**Clock network drawn from the DEF**

Bar = 20 um.
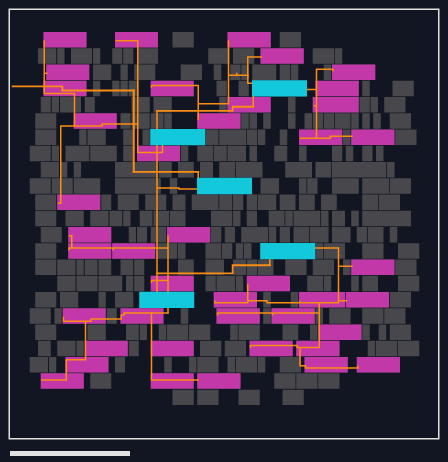
**Register map, names as in the netlist**

Other sequential cells in the stronger gray, the rest of the logic in the fainter gray.
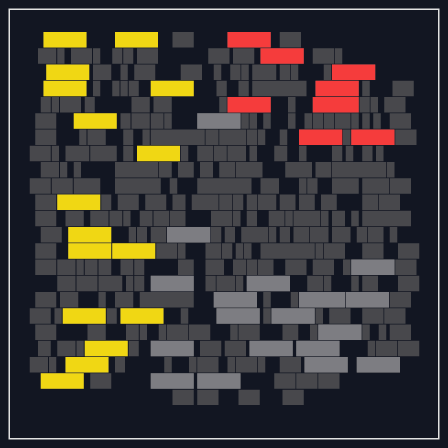
**Clock routing**

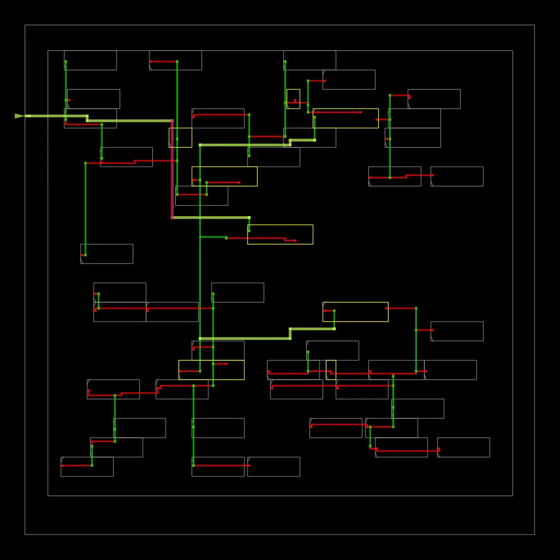
**Placed cells, one color a class**

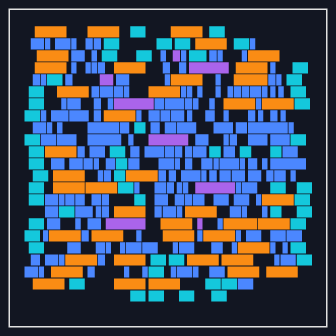
==> config.mk <==
export PLATFORM = sky130hd
export DESIGN_NAME = mod_datapath
export DESIGN_NICKNAME = d
export VERILOG_FILES = /design/src/rtl/mod_pkg.sv /design/src/rtl/mod_sub_cmp.sv /design/src/rtl/mod_datapath.sv
export SDC_FILE = /design/constraint.sdc
export NUM_CORES = 1
export LEC_CHECK = 0
export CORE_MARGIN = 3
export CORE_UTILIZATION = 50
export CTS_BUF_LIST = sky130_fd_sc_hd__clkbuf_16
export DETAILED_ROUTE_END_ITERATION = 16
export PLACE_DENSITY = 0.79
export SLEW_MARGIN = 20
export SYNTH_ARGS = -nofsm -noshare
export SYNTH_HDL_FRONTEND = slang
export SYNTH_SLANG_ARGS = --single-unit
export TNS_END_PERCENT = 1
==> constraint.sdc <==
create_clock -name clk -period 2.6 [get_ports clk]
set_clock_uncertainty 0.1 [all_clocks]
set_input_delay 0.26 -clock clk [delete_from_list [all_inputs] [get_ports clk]]
set_output_delay 0.26 -clock clk [all_outputs]
set_load 0.05 [all_outputs]
==> GITHUB_STEP_SUMMARY <==
### Flow metrics

| Metric | Value |
|---|---|
| Status | finished clean |
| Non-Filler Instances | 354 |
| Top cells excl fill/tap | 46 x clkdlybuf4s50_1, 40 x nor2_1, 40 x dfxtp_1, 26 x nand2_1, 16 x mux2i_1 |
| Routed length on met3 | 310 um |
| Power Density | 576 nW/um2 |
| GRT overflow | 0 |
| Yosys reg bits | 42 |
| Ys async rst share | 0% |
| Max-Cap Viols | 0 |
| Chip height | 71.6 um |
| WHS Path Cells | 2 |
| Iteration count of the initial detailed-routing pass | 4 |
| CP max stage cell | fa_2 |
| Most frequent logic cell in the layout | clkdlybuf4s50_1 |
| Clock-pin transition on the worst setup and hold timing paths | 60 ps |
| Largest net degree at the start of global routing | 26 |
| Tap Count | 50 |
| Root Driver | clkbuf_16 |
| Max-area cell share | 39.1% |
| Multi-input gates | 187 |
| Via count | 1940 |
| Initial antenna violation count | 0 |
| Worst slack, placed | 246 ps |
| Nonclk buf count | 55 |
| Final Max Slew Viols | 0 |
| Internal power | 1190 uW |
| Floorplan utilization | 52.7% |
| CTS tree | yes |
| Crit path arrival time | 2100 ps |
| Non-clock buffers, area share | 18.6% |
| Post-synthesis cell area | 2150 um2 |
| Comb pwr share | 22.1% |
| Critical Path Max Stage Delay | 360 ps |
| Filler cells | 349 |
| Synth cell types | 42 |
| WP data required | 2240 ps |
| Worst Setup Start Kind | flip-flop |
| DR vias/cell | 5.48 |
| Setup crit end kind | output port |
| Register share of total power | 42.2% |
| Worst Max-Slew Pin Slew | 596 ps |
| P_leak | 0.00109 uW |
| Logic area | 1240 um2 |
| Top delay family on crit path | adder cells |
| PnR worst setup slack | 140 ps |
| Mean Syn Cell Area | 8.54 um2 |
| Post-synth top cells | 42 x dfxtp_1, 40 x nor2_1, 26 x nand2_1, 16 x mux2i_1, 15 x a21oi_1 |
| Final setup fails | 0 |
| Max reg flops | 16 |
| M1 GR Usage | 25.0% |
| Worst-path cell chain | inv_2 -> ha_4 -> inv_2 -> fa_2 -> a211oi_2 -> nor2_1 -> nor3_1 -> o21ai_1 -> a21oi_1 -> nor2_1 -> buf_6 |
| Gpl congestion | 0.876 |
| Syn nets | 283 |
| Crit Path Max Fanout | 2 |
| Antenna viol nets, final | 0 |
| Slew headroom | 60.1% |
| Invs w/o clock | 12 |
| Fraction of area in clock buffers and inverters | 4.98% |
| Biggest area cells | dfxtp_1 39%, mux2i_1 7.4%, nor2_1 7.0%, ha_1 5.2%, nand2_1 4.5% |
| Share of layout cells above drive strength 1 | 9.87% |
| DR iter-0 viols | 88 |
| First-pass GRT wire length | 8.42 mm |
| Total GRT Usage | 20.2% |
| Min Tclk post-route | 2460 ps |
| Cell type with the largest total area | dfxtp_1 |
| Placed cells | 342 |
| Routing usage on met3 | 5.89% |
| Sw Pwr | 463 uW |
| Sw frac | 28.1% |
| # H-tree levels | 2 |
| Total die area | 5130 um2 |
| Comb/total area | 43.2% |
| Placed Area | 2660 um2 |
| Routed len/inst | 13.9 um |
| Top-count cell post-synth | dfxtp_1 |
| Met2 Usage GRT | 33.7% |
| Ys Warns | 0 |
| Tcrit/Tclk final | 94.6% |
| Post-CTS Hold Fix Bufs | 0 |
| Total power | 1650 uW |
| Synth Seq Share | 39.1% |
| VDD IR max | 254 uV |
| Log Warnings | 27 |
| Fmax | 407 MHz |
About 'clock network drawn from the DEF':
legend:
  cyan:
    item: clock-net drivers
    count: 5
  magenta:
    item: flip-flops
    count: 42
  orange:
    item: clock wires
    length: 479 um
routed clock nets: 6
Clock power frac: 35.8%
Clock Latency Late Sink: 280 ps
power in the clock group: 590 uW

About 'register map, names as in the netlist':
legend:
  yellow:
    netlist_name: iter_cnt
    sequential_cells: 16
  red:
    netlist_name: reg_b
    sequential_cells: 8
    where: north-east
register fraction of the total cell area: 29.5%
Reg area: 843 um2
power in sequential cells: 695 uW

About 'clock routing':
Clock Buffer Count: 5
clock sinks: 42
flip-flops: 42

About 'placed cells, one color a class':
legend:
  orange:
    class: sequential cells
    cells: 42
  purple:
    class: clock drivers and dummy loads
    cells: 8
  blue:
    class: remaining logic cells
    cells: 199
  cyan:
    class: remaining buffers and delay cells
    cells: 55
final instance area: 2860 um2
Row Count: 23
Core Footprint: 4090 um2
utilization after layout: 70.0%

## power groups by stage
stage               Clock (uW)  Sequential (uW)  Combinational (uW)
floorplan                    0              736                 205
global placement             0              707                 333
detailed placement           0              708                 336
CTS                        602              694                 353
global route               626              699                 398
finish                     590              695                 364
## logic make-up (layout without fill, tap and decap cells)
family                     count (synthesis)  in the layout  synth area share (%)
AOI/OAI and AO/OA                         43             43                  13.8
xor gates and xnor gates                  15             15                  6.10
adders and majority gates                 10             10                  6.16
buffers and inverters                     23             75                  4.42
DFF                                       42             42                  39.1
muxes                                     16             16                  7.44
and+or+nand+nor                          103            103                  23.0
## repair_timing
action,in CTS,in global routing
pin swaps,2,8
hold endpoints to repair,0,0
endpoints found under the setup margin,1,1
gates cloned,0,0
resized,3,7
setup buffers,1,3
No activity file was given, so power comes from the tool's default toggle rates.
